==> src/rtl/hier_collect_pkg.sv <==
// Shared constants, width helper and entry type for the hierarchy status collector.
package hier_collect_pkg;

  localparam int DEF_NUM_CHILDREN = 5;
  localparam int DEF_DATA_W       = 8;
  localparam int DEF_FIFO_DEPTH   = 4;

  // Source-index width: clog2 of the child count, never narrower than one bit.
  function automatic int src_width(input int n);
    return (n <= 2) ? 1 : $clog2(n);
  endfunction

  localparam int DEF_SRC_W = src_width(DEF_NUM_CHILDREN);

  // Buffered report at default widths; the collector redeclares it at its own widths.
  typedef struct packed {
    logic [DEF_DATA_W-1:0] data;
    logic [DEF_SRC_W-1:0]  src;
  } collect_entry_t;

endpackage

==> src/rtl/hier_status_collector_rr_arbiter.sv <==
// Combinational round-robin arbiter: first requester at or above ptr wins, wrapping.
module rr_arbiter
  import hier_collect_pkg::*;
#(
  parameter  int N  = DEF_NUM_CHILDREN,
  localparam int IW = src_width(N)
) (
  input  logic [N-1:0]  req,
  input  logic          enable,
  input  logic [IW-1:0] ptr,
  output logic [N-1:0]  gnt,
  output logic [IW-1:0] gnt_idx,
  output logic          gnt_valid
);

  // Scan N positions starting at ptr; the first active request takes the grant.
  always_comb begin
    logic [IW-1:0] idx;
    gnt       = '0;
    gnt_idx   = '0;
    gnt_valid = 1'b0;
    idx       = '0;
    if (enable) begin
      for (int k = 0; k < N; k++) begin
        idx = IW'((int'(ptr) + k) % N);
        if (!gnt_valid && req[idx]) begin
          gnt[idx]  = 1'b1;
          gnt_idx   = idx;
          gnt_valid = 1'b1;
        end
      end
    end
  end

endmodule

==> src/rtl/hier_status_collector.sv <==
// Gathers child status words round-robin into a small FIFO and forwards them upward,
// tracking which children have reported at least once.
module hier_status_collector
  import hier_collect_pkg::*;
#(
  parameter  int NUM_CHILDREN = DEF_NUM_CHILDREN,
  parameter  int DATA_W       = DEF_DATA_W,
  parameter  int FIFO_DEPTH   = DEF_FIFO_DEPTH,
  localparam int SRC_W        = src_width(NUM_CHILDREN)
) (
  input  logic                           clk,
  input  logic                           rst,
  input  logic [NUM_CHILDREN-1:0]        child_valid,
  input  logic [NUM_CHILDREN*DATA_W-1:0] child_data,
  output logic [NUM_CHILDREN-1:0]        child_ready,
  output logic                           up_valid,
  output logic [DATA_W-1:0]              up_data,
  output logic [SRC_W-1:0]               up_src,
  input  logic                           up_ready,
  input  logic                           clear,
  output logic [NUM_CHILDREN-1:0]        done_mask,
  output logic                           all_done
);

  localparam int AW = $clog2(FIFO_DEPTH);
  localparam int CW = AW + 1;

  typedef struct packed {
    logic [DATA_W-1:0] data;
    logic [SRC_W-1:0]  src;
  } entry_t;

  entry_t                  mem [FIFO_DEPTH];
  entry_t                  head;
  logic [AW-1:0]           wr_ptr, rd_ptr;
  logic [CW-1:0]           count, count_next;
  logic [SRC_W-1:0]        rr_ptr, gnt_idx;
  logic [NUM_CHILDREN-1:0] gnt, done_next;
  logic                    gnt_valid, arb_en, push, pop;
  logic [DATA_W-1:0]       cdata [NUM_CHILDREN];

  for (genvar i = 0; i < NUM_CHILDREN; i++) begin : g_unpack
    assign cdata[i] = child_data[i*DATA_W +: DATA_W];
  end

  // Grant only while there is room; up_ready deliberately plays no part here.
  assign arb_en = (count < CW'(FIFO_DEPTH)) && !rst;

  rr_arbiter #(.N(NUM_CHILDREN)) u_arb (
    .req       (child_valid),
    .enable    (arb_en),
    .ptr       (rr_ptr),
    .gnt       (gnt),
    .gnt_idx   (gnt_idx),
    .gnt_valid (gnt_valid)
  );

  assign child_ready = gnt;
  assign push        = gnt_valid;
  assign up_valid    = (count != '0);
  assign pop         = up_valid && up_ready;
  assign head        = mem[rd_ptr];
  // Stale storage is masked so the head reads as zero whenever the FIFO is empty.
  assign up_data     = up_valid ? head.data : '0;
  assign up_src      = up_valid ? head.src  : '0;

  // Next-state of occupancy and the sticky report mask; clear beats a same-cycle accept.
  always_comb begin
    count_next = count + CW'(push) - CW'(pop);
    done_next  = clear ? '0 : (done_mask | gnt);
  end

  // FIFO pointers, round-robin pointer and completion flags.
  always_ff @(posedge clk or posedge rst) begin
    if (rst) begin
      wr_ptr    <= '0;
      rd_ptr    <= '0;
      count     <= '0;
      rr_ptr    <= '0;
      done_mask <= '0;
      all_done  <= 1'b0;
    end else begin
      if (push) begin
        wr_ptr <= wr_ptr + AW'(1);
        rr_ptr <= (gnt_idx == SRC_W'(NUM_CHILDREN - 1)) ? '0 : gnt_idx + SRC_W'(1);
      end
      if (pop) rd_ptr <= rd_ptr + AW'(1);
      count     <= count_next;
      done_mask <= done_next;
      all_done  <= (&done_next) && (count_next == '0);
    end
  end

  // Entry storage needs no reset: it is only visible through up_valid.
  always_ff @(posedge clk) begin
    if (push) mem[wr_ptr] <= '{data: cdata[gnt_idx], src: gnt_idx};
  end

endmodule

==> config.mk <==
export PLATFORM = sky130hd
export DESIGN_NAME = hier_status_collector
export DESIGN_NICKNAME = d
export VERILOG_FILES = /design/src/rtl/hier_collect_pkg.sv /design/src/rtl/hier_status_collector_rr_arbiter.sv /design/src/rtl/hier_status_collector.sv
export SDC_FILE = /design/constraint.sdc
export NUM_CORES = 1
export LEC_CHECK = 0
export CAP_MARGIN = 20
export CORE_MARGIN = 2
export CORE_UTILIZATION = 37
export CTS_BUF_LIST = sky130_fd_sc_hd__clkbuf_8
export DETAILED_ROUTE_END_ITERATION = 6
export PLACE_DENSITY = 0.65
export SYNTH_ARGS = -nofsm -noshare
export SYNTH_HDL_FRONTEND = slang
export SYNTH_SLANG_ARGS = --single-unit
==> constraint.sdc <==
create_clock -name clk -period 9.35 [get_ports clk]
set_clock_uncertainty 0.15 [all_clocks]
set_input_delay 1.87 -clock clk [delete_from_list [all_inputs] [get_ports clk]]
set_output_delay 1.87 -clock clk [all_outputs]
set_load 0.02 [all_outputs]
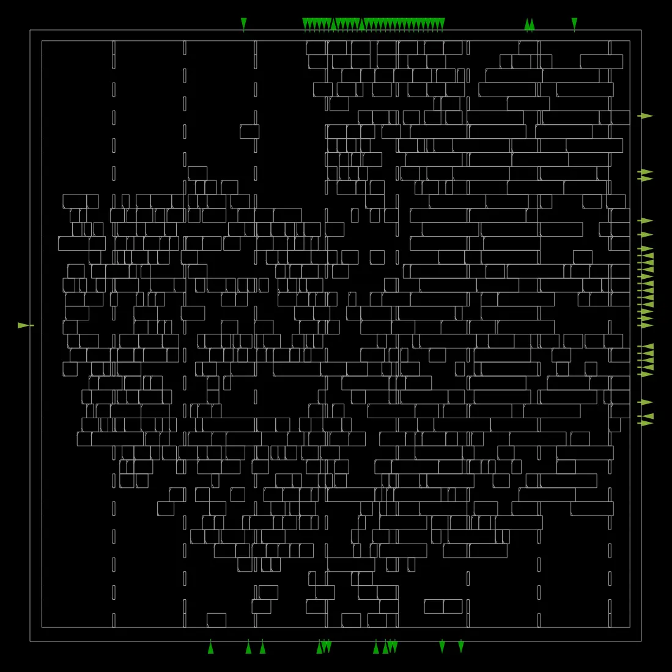
**Above:** run 1 (cell placement).
Core Util, Final: 44.84%
row cnt: 42
fraction of area in registers: 29.35%
non-filler cells, final: 726
number of tapcells: 176

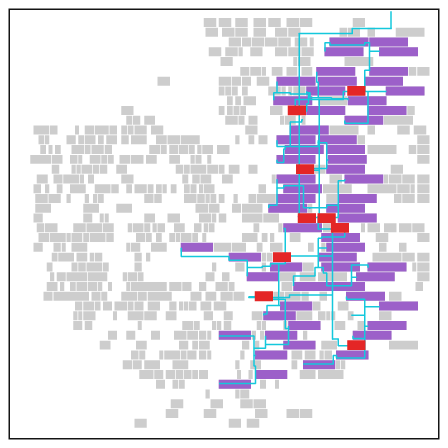
**Above:** run 1 (clock network drawn from the DEF).
Purple stands for flip-flops, count 60. Cyan stands for clock wires, length 680 um. Red stands for clock-net drivers, count 9.
There are 10 routed clock nets.
Late-Pin Clk Latency: 0.33 ns

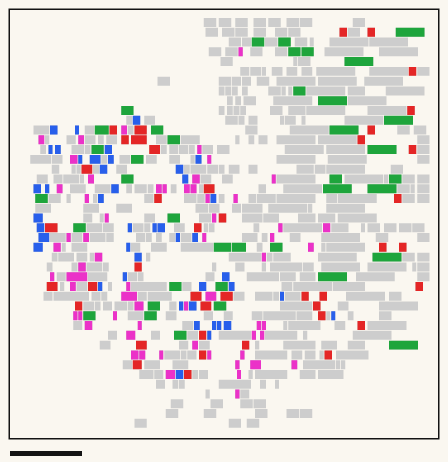
**Above:** run 1 (logic cells by family).
Bar = 20 um.
Magenta stands for nor cells, cells 61, most used nor2_1. Blue stands for nand cells, cells 44, most used nand2_1. Green stands for mux cells, cells 38, most used mux2i_1, where spread over the die. Red stands for and/or cells, cells 41, most used and2_1.
Commonest Layout Cell: clkdlybuf4s50_1
Comb/total area: 49.50%

==> results.json, run 1 <==
{
  "run_status": "finished, final reports clean",
  "cts_hold_buf": 0,
  "grt_pass1_vias": 3871,
  "yosys.cell_count.top_type": "edfxtp_1",
  "postCtsSetupRepairBufs": 0,
  "crit_arrival_ns": 6.01,
  "postRouteAntennaNets": 0,
  "holdPathStages": 1,
  "antenna_cells": 0,
  "drive_gt1_share_pct": 10.91,
  "r2r-end": "all_done",
  "drt_iter0_drc": 283,
  "cts_made_buffers": 9,
  "worst_pin_slew_ns": 0.8003,
  "worst_slack_ns": 1.318,
  "hold_viol": 0,
  "finalWorstPathRequiredPeriod_ns": 8.032,
  "cp_top_family": "AND-OR/OR-AND gates",
  "floorplan.core_util_pct": 37.45,
  "largest_area_cell": "edfxtp_1",
  "post-dp-hpwl_um": 9808,
  "fp_nets": 561,
  "drc": 0,
  "warning_count": 38,
  "xor_area_share_pct": 2.477,
  "ys_sh_adder_pct": 6.282,
  "num-fill-cells": 1213,
  "finalSetupViolations": 0,
  "yosys_area_um2": 4900,
  "ys_seq_share_pct": 35.14,
  "timing.hold.ws_ns": 0.3892,
  "tritoncts": "done",
  "cts_resized": 0,
  "top_cell_area_share_pct": 26.97,
  "cp-start-kind": "register",
  "coreArea_um2": 13090,
  "fmax_ghz": 0.1245,
  "rr_startpoint": "rr_ptr[1]",
  "cp_num_buf_inv": 6,
  "portBuffers": 71,
  "worst-path-max-fanout": 22,
  "min_from": "count[0]",
  "highest_layer": "met4",
  "netlist_area_um2": 4900,
  "fin_nets": 618,
  "area_growth_pct": 19.74,
  "crit_chain": "inv_1 > ha_1 > inv_1 > ha_1 > inv_1 > ha_1 > inv_1 > ha_1 > nor2b_1 > o21ai_1 > o21ai_0 > a21boi_4 > mux2i_1 > a2111oi_4 > mux2i_2 > a21oi_4 > inv_4 > nor2_1 > clkdlybuf4s50_1",
  "die_area_um2": 14180,
  "netlist_instances": 488,
  "yosys-top-cells-area": "edfxtp_1, dfrtp_1, ha_1",
  "routed-via-count": 4155,
  "postPlaceCellArea_um2": 5715,
  "io_pins": 72,
  "grt.total_usage_pct": 18.28,
  "cp_slowest_stage_delay_ns": 0.72,
  "ys_sh_simple_pct": 17.03,
  "edf_count": 44,
  "htreeDepth": 3,
  "final_layout_top_logic_cells": "clkdlybuf4s50_1, edfxtp_1, inv_1, nor2_1, o21ai_0",
  "ys_ff": 60,
  "rr_worst_depth": 27,
  "ys_warn_count": 0,
  "period_used_pct": 85.91,
  "routed-wl-met2_um": 6472,
  "min_to": "count[0]",
  "grt_max_degree": 43,
  "maxSlewHeadroom_pct": 46.28,
  "top_usage_layer": "met2",
  "routed_wl_um": 12910,
  "gp_congestion": 0.8928,
  "synth.distinct_cells": 83,
  "grt_use_met2_pct": 31.18,
  "grt_pass1_wl_um": 20690,
  "critPathCaptureType": "output port",
  "ys_cells": 488,
  "maxSlewViolCount": 0
}
==> run 1: worst max-delay path by stage <==
stage                   start             end  cells past startpoint
3_5_place_dp   child_valid[0]  child_ready[1]                     11
3_3_place_gp   child_valid[0]  child_ready[1]                     11
5_1_grt             rr_ptr[1]  child_ready[1]                     15
4_1_cts             rr_ptr[1]  child_ready[1]                     19
6_report            rr_ptr[1]  child_ready[1]                     19
2_1_floorplan       rr_ptr[0]  child_ready[1]                     20
==> run 1: worst reg2reg max path: cells and delay by family, from the launching register on <==
family | cells | cell delay (ns)
xor+xnor | 2 | 0.29
simple gates | 4 | 0.88
buf+inv | 7 | 0.80
fa+ha+maj | 7 | 2.00
flops | 1 | 0.53
compound gates | 6 | 2.03
mux | 1 | 0.18
==> run 1: state kept, by name, indices dropped and copies added (netlist names) <==
name and count:
rd_ptr 2, count 3, all_done 1, mem 44, rr_ptr 3, done_mask 5
wr_ptr 2
==> run 1: cell type report <==
| cell class | count | share of cell area, % |
|---|---|---|
| multi-input combinational | 364 | 49.50 |
| sequential | 60 | 29.35 |
| timing repair buffer | 73 | 12.37 |
| tap | 176 | 3.753 |
| inverter | 37 | 2.453 |
| clock buffer | 9 | 2.111 |
| clock inverter | 7 | 0.4692 |
==> run 2, diff against run 1 <==
--- a/config.mk
+++ b/config.mk
@@ -9,6 +9,7 @@
 export CORE_MARGIN = 2
 export CORE_UTILIZATION = 37
 export CTS_BUF_LIST = sky130_fd_sc_hd__clkbuf_8
+export CTS_CLUSTER_DIAMETER = 30
 export DETAILED_ROUTE_END_ITERATION = 6
 export PLACE_DENSITY = 0.65
 export SYNTH_ARGS = -nofsm -noshare
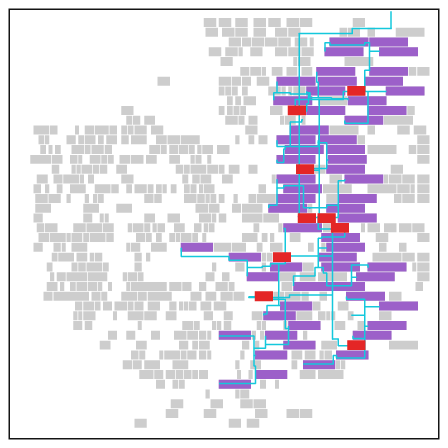
**Above:** run 2 (clock network drawn from the DEF).
Purple stands for flip-flops, count 60. Red stands for clock-net drivers, count 9. Cyan stands for clock wires, length 680 um.
There are 10 routed clock nets.

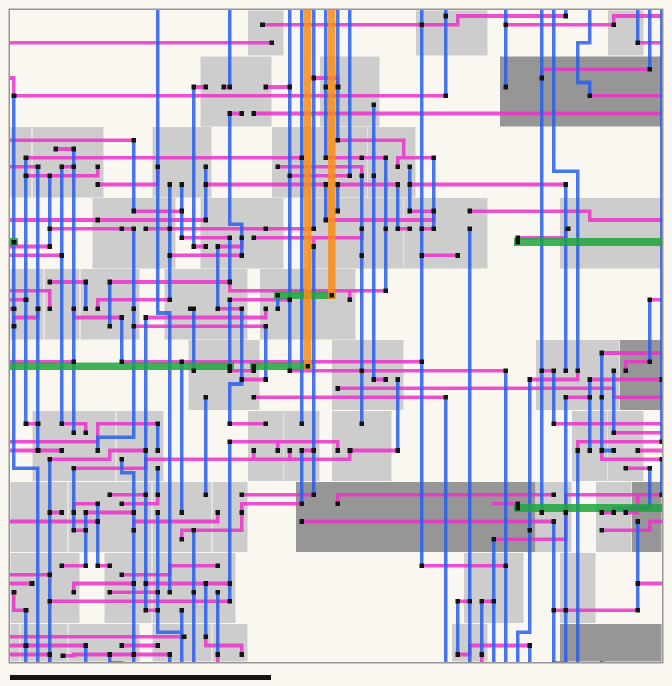
**Above:** run 2 (zoomed window).
Bar = 10 um. Window x 47 to 72, y 23 to 48 um. Cells in gray, sequential cells in the stronger gray; small squares are vias.
Green stands for M3. Blue stands for M2. Orange stands for M4. Magenta stands for M1.
Sequential cells in the window: 2. Most frequent: nor2_1 (7), nand2_1 (4). 47 logic cells have their middle in the window. Netlist names of flops here include done_mask (1), rr_ptr (1).

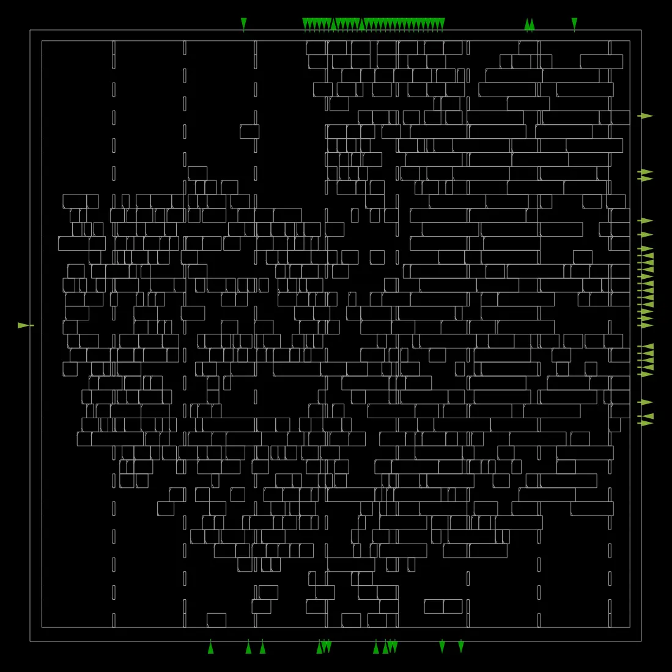
**Above:** run 2 (cell placement).
core area: 13090 um2
FILL cells: 1213
seq_cells: 60

==> run 2 against run 1 <==
  * Register-to-register slack barely moved
  * Synthesized cell count unchanged
  * Via count unchanged
  * Routed wire length did not move
  * Global-route usage did not move
  * Cell area unchanged
  * Largest cell class unchanged
  * Highest routed layer unchanged
==> results.json, run 2 <==
{
  "ys_ff": 60,
  "sh_comb_area_pct": 49.50,
  "portBuffers": 71,
  "routed-via-count": 4155,
  "cts_resized": 0,
  "r2r-end": "all_done",
  "min_from": "count[0]",
  "gp_congestion": 0.8928,
  "tap_cells": 176,
  "n_all_inverters": 37,
  "clk_latency_ns": 0.33,
  "die_area_um2": 14180,
  "warning_count": 38,
  "antenna_cells": 0,
  "drt_iter0_drc": 283,
  "drive_gt1_share_pct": 10.91,
  "floorplan.core_util_pct": 37.45,
  "cp_slowest_stage_delay_ns": 0.72,
  "final-clk-cell-share_pct": 2.581,
  "critPathCaptureType": "output port",
  "worst_slack_ns": 1.318,
  "drc": 0,
  "finalWorstPathRequiredPeriod_ns": 8.032,
  "ys_cells": 488,
  "area_growth_pct": 19.74,
  "netlist_instances": 488,
  "grt.total_usage_pct": 18.28,
  "signal_buffers": 73,
  "synth.distinct_cells": 83,
  "fin_nets": 618,
  "finalSetupViolations": 0,
  "tritoncts": "done",
  "top_regs": "mem: 44 flops, done_mask: 5 flops",
  "yosys.cell_count.top_type": "edfxtp_1",
  "nMultiInputCombCells": 364,
  "post-dp-hpwl_um": 9808,
  "num-clock-buffers": 9,
  "edf_count": 44,
  "htreeDepth": 3,
  "run_status": "finished, final reports clean",
  "hold_viol": 0,
  "cts_made_buffers": 9,
  "layout_top_cell": "clkdlybuf4s50_1",
  "fp_nets": 561,
  "largest_register_ffs": 44,
  "yosys-top-cells-area": "edfxtp_1, dfrtp_1, ha_1",
  "rr_worst_depth": 27,
  "cp-start-kind": "register",
  "grt_max_degree": 43,
  "holdPathStages": 1,
  "postCtsSetupRepairBufs": 0,
  "cts_hold_buf": 0,
  "postRouteAntennaNets": 0,
  "ys_warn_count": 0,
  "largest_register": "mem",
  "routed_wl_um": 12910,
  "worst_pin_slew_ns": 0.8003,
  "rows": 42,
  "maxSlewViolCount": 0,
  "nonClkBufAreaFrac_pct": 12.37,
  "fmax_ghz": 0.1245,
  "rr_startpoint": "rr_ptr[1]",
  "crit_arrival_ns": 6.01,
  "yosys_area_um2": 4900,
  "period_used_pct": 85.91,
  "final_layout_top_logic_cells": "clkdlybuf4s50_1, edfxtp_1, inv_1, nor2_1, o21ai_0",
  "postPlaceCellArea_um2": 5715,
  "largest_cell_class": "multi-input combinational cells",
  "top_cell_area_share_pct": 26.97
}
[run 2: worst max-delay path by stage]
stage	startpoint	endpoint	slack, ns	cells after the start
after floorplan	rr_ptr[0]	child_ready[1]	2.72	20
after global placement	child_valid[0]	child_ready[1]	1.73	11
after detailed placement	child_valid[0]	child_ready[1]	1.68	11
after CTS	rr_ptr[1]	child_ready[1]	1.36	19
after global routing	rr_ptr[1]	child_ready[1]	0.93	15
final	rr_ptr[1]	child_ready[1]	1.32	19
[run 2: critical path: cells and delay by family, from the launching register on]
| family | cells | cell delay [ns] |
|---|---|---|
| adder cells (fa/ha/maj) | 4 | 1.19 |
| AND-OR/OR-AND | 5 | 1.60 |
| AND/OR/NAND/NOR | 2 | 0.25 |
| flip-flops | 1 | 0.53 |
| multiplexers | 2 | 0.73 |
| buffers and inverters | 6 | 1.38 |
[run 2: logic make-up after synthesis]
kind of cell    Yosys count  synth area share, %
simple gates            146                17.03
compound gates          143                22.78
buf+inv                  64                5.592
flops                    60                35.14
mux                      38                10.70
fa+ha+maj                24                6.282
xor+xnor                 13                2.477
[run 2: through the flow]
| stage | hold slack [ns] | utilization (%) | instances |
|---|---|---|---|
| finish | 0.3892 | 44.84 | 726 |
| global route | 0.4063 | 44.84 | 726 |
| CTS | 0.3967 | 44.84 | 726 |
| detailed placement | 0.3831 | 43.68 | 710 |
| global placement | 0.3515 | 43.68 | 710 |
| floorplan | 0.3423 | - | 488 |
[run 2: per-layer routing]
metal / global-route usage (%) / wire length (um) / up-vias
met1: 24.04 / 5680 / 2050
met2: 31.18 / 6472 / 107
met4: 5.506 / 214 / 0
met5: 0 / 0 / -
li1: - / - / 1981
met3: 2.634 / 544 / 17
**Run 2: logic cells by family**

Bar = 20 um.
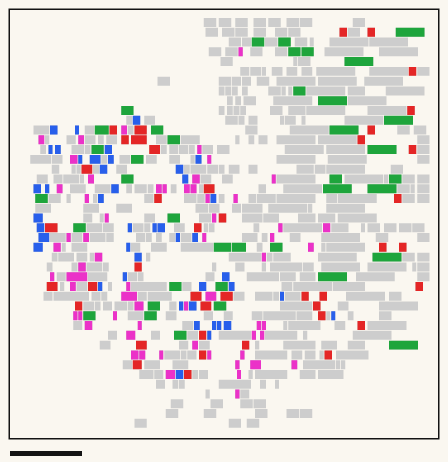

==> run 3, diff against run 2 <==
--- a/config.mk
+++ b/config.mk
@@ -14,4 +14,5 @@
 export PLACE_DENSITY = 0.65
 export SYNTH_ARGS = -nofsm -noshare
 export SYNTH_HDL_FRONTEND = slang
+export SYNTH_HIERARCHICAL = 1
 export SYNTH_SLANG_ARGS = --single-unit
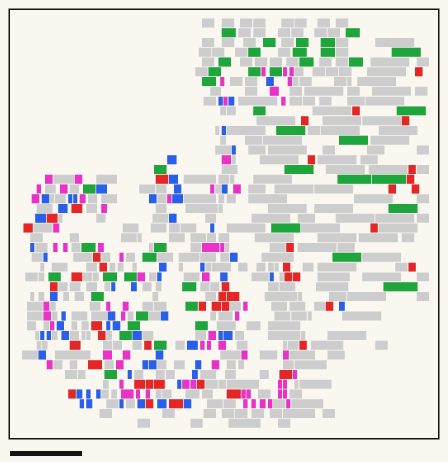
**Above:** run 3 (logic cells by family).
Bar = 20 um.
Magenta stands for nor cells, cells 65, most used nor2_1. Red stands for and/or cells, cells 45, most used and2_1. Blue stands for nand cells, cells 61, most used nand2_1. Green stands for mux cells, cells 44, most used mux2i_1, where spread over the die.
non-filler cells, final: 716
Comb/total area: 49.60%

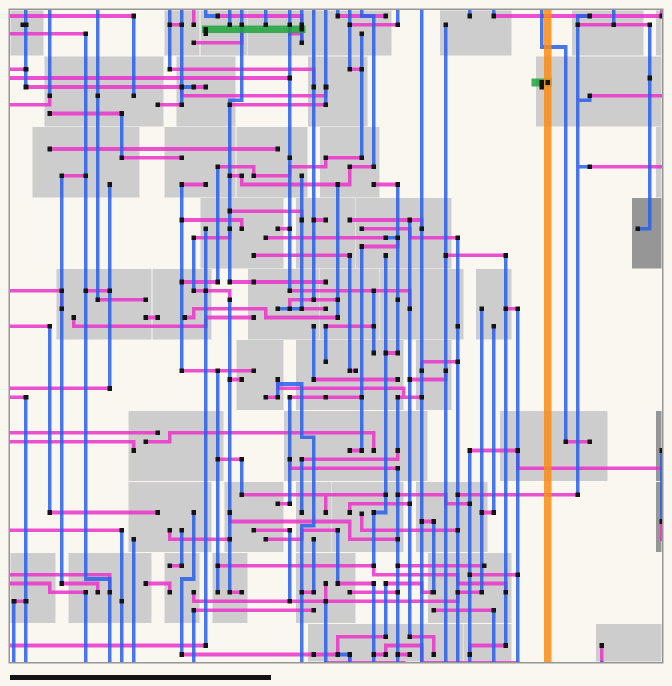
**Above:** run 3 (zoomed window).
Bar = 10 um. Window x 47 to 72, y 23 to 48 um. Cells in gray, sequential cells in the stronger gray; small squares are vias.
Magenta stands for M1. Orange stands for M4. Green stands for M3. Blue stands for M2.
Sequential cells in the window: 0. Most frequent: nor2_1 (4). 43 logic cells have their middle in the window.

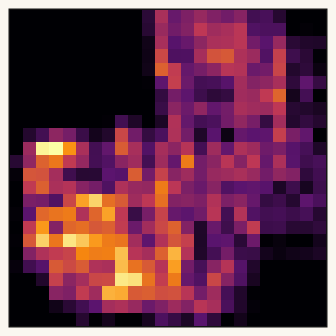
**Above:** run 3 (wire density map).
24 x 24 tiles, from black (low) to pale yellow (high), scaled to the fullest tile. Values are wire area over tile area, all layers added.
28% of the tiles are nearly empty. The densest ninth of the die: bottom center. The fullest tile reaches 0.51. The emptiest ninth of the die: upper left.
DR vias: 3985
gr usage total: 17.29%
total wire length: 12190 um

==> run 3 against run 2 <==
  * Hold slack worse by 0.019 ns
  * Largest cell class unchanged
  * Highest routed layer unchanged
==> results.json, run 3 <==
{
  "run_status": "finished, final reports clean",
  "yosys_area_um2": 4912,
  "place_ws_ns": 1.859,
  "maxCapViolCount": 0,
  "layout_top_cell": "clkdlybuf4s50_1",
  "rr_worst_depth": 26,
  "flop-count": 60,
  "yosys.cell_count.top_type": "edfxtp_1",
  "tritoncts": "done",
  "tns_ns": 0,
  "gp_congestion": 0.9070,
  "cts_buffer_depth": 2,
  "seq_share_pct": 29.02,
  "rr_startpoint": "rr_ptr[0]",
  "clk_latency_ns": 0.33,
  "num-clock-buffers": 12,
  "postPlaceCellArea_um2": 5708,
  "required_ns": 7.33,
  "drc": 0,
  "fp_nets": 554,
  "n_all_inverters": 24,
  "yosys-top-cells-area": "edfxtp_1, dfrtp_1, ha_1",
  "cts_resized": 0,
  "ff2ff_setup_slack_ns": 2.35,
  "grt_overflow": 0,
  "avgSynthCellArea_um2": 10.30,
  "warning_count": 40,
  "wl_per_cell_um": 17.02,
  "io_pins": 72,
  "grt_pass1_wl_um": 19660,
  "signal_buffers": 75,
  "ys_warn_count": 6,
  "drive_gt1_share_pct": 12.59,
  "chipWidth_um": 119.2,
  "maxSlewHeadroom_pct": 33.52,
  "crit_type": "reg -> out",
  "largest_register_ffs": 44,
  "min_to": "done_mask[1]",
  "worst-path-max-fanout": 37,
  "holdPathStages": 2,
  "grt_max_degree": 38,
  "r2r-end": "all_done",
  "top_cell_area_share_pct": 26.90,
  "largest_register": "mem",
  "grt_pass1_vias": 3912,
  "regArea_um2": 1722,
  "top_cells_by_count": "edfxtp_1, nor2_1, ha_1",
  "cts_made_buffers": 9,
  "drt_iter0_drc": 264,
  "cts_hold_buf": 0,
  "largest_cell_class": "multi-input combinational cells",
  "largest_area_cell": "edfxtp_1",
  "tap_cells": 176,
  "min_from": "done_mask[1]",
  "timing.hold.ws_ns": 0.3705,
  "htreeDepth": 3,
  "antenna_found_initial": 0,
  "coreArea_um2": 13090,
  "worst_slack_ns": 1.401,
  "final-clk-cell-share_pct": 3.606,
  "synthFlopType": "edfxtp_1",
  "nMultiInputCombCells": 365,
  "ys_ff": 60,
  "grt_setup_unrepaired": "false",
  "final_layout_top_logic_cells": "clkdlybuf4s50_1, edfxtp_1, nor2_1, ha_1",
  "portBuffers": 71,
  "synth.distinct_cells": 85,
  "clk_pin_slew_ns": 0.07,
  "viasPerCell": 5.566,
  "nonClkBufAreaFrac_pct": 12.55,
  "cts_sinks": 60,
  "fmax_ghz": 0.1258,
  "ys_cells": 477,
  "num-fill-cells": 1236,
  "crit_start": "rr_ptr[0]",
  "postCtsSetupRepairBufs": 0,
  "hp-class": "reg -> reg",
  "worst_pin_slew_ns": 0.9941,
  "top_regs": "mem: 44 flops, done_mask: 5 flops",
  "hold_viol": 0,
  "cts_root_buf": "clkbuf_8",
  "dieHeight_um": 119.2,
  "antenna_cells": 0,
  "post-dp-hpwl_um": 9151,
  "rows": 42,
  "critPathCaptureType": "output port",
  "netlist_area_um2": 4912,
  "fin_util_pct": 45.34,
  "crit_path_end": "child_ready[4]",
  "drtPass1Iterations": 5,
  "netlist_instances": 477,
  "ys_async_sr_fraction_pct": 26.67,
  "postRouteAntennaNets": 0,
  "fin_area_um2": 5933,
  "finalSetupViolations": 0,
  "floorplan.core_util_pct": 37.54,
  "edf_count": 44,
  "fin_nets": 612,
  "maxSlewViolCount": 0,
  "placedCellCount": 699,
  "period_used_pct": 85.02,
  "die_area_um2": 14210,
  "crit_arrival_ns": 5.93,
  "ys_seq_share_pct": 35.05,
  "finalWorstPathRequiredPeriod_ns": 7.949,
  "cp-start-kind": "register",
  "area_growth_pct": 20.78,
  "mi_logic_area_um2": 2943
}
[run 3: netlist changes by cell type after synthesis, moves of 6 or more]
cell      before  now
o21ai_0       25   15
inv_1         35   22
o211ai_1       5   11
mux2_2         2   12
o21a_1         8    2
a211oi_1      12    3
a21oi_1       24   13
nand2_1       16   23
a221o_1        0    6
[run 3: worst max-delay path, stage by stage (launching register included)]
cell	delay (ns)
dfrtp_1	0.33
buf_4	0.36
inv_2	0.24
ha_1	0.74
inv_1	0.24
ha_1	0.29
nor3_1	0.26
o21ai_0	0.16
nand2_1	0.23
ha_1	0.23
inv_1	0.05
o22ai_1	0.29
and2_1	0.30
mux2i_1	0.26
o31ai_1	0.10
buf_4	0.22
or3_4	0.41
a31oi_1	0.23
clkdlybuf4s50_1	0.65
[run 3: cells by family (layout without fill, tap and decap cells)]
| group | Yosys count | count (layout) | synth area share, % |
|---|---|---|---|
| flops | 60 | 60 | 35.05 |
| xor+xnor | 16 | 16 | 3.311 |
| simple gates | 171 | 171 | 19.92 |
| compound gates | 106 | 106 | 16.84 |
| fa+ha+maj | 28 | 28 | 7.285 |
| buf+inv | 52 | 115 | 5.298 |
| mux | 44 | 44 | 12.30 |
[run 3: layer usage]
metal,GRT usage [%],part of all wire (%),vias to the layer above
met4,6.176,1.4,0
met5,0,0,-
met1,21.42,43,1955
met3,1.820,2.5,11
li1,-,-,1931
met2,31.07,53,88
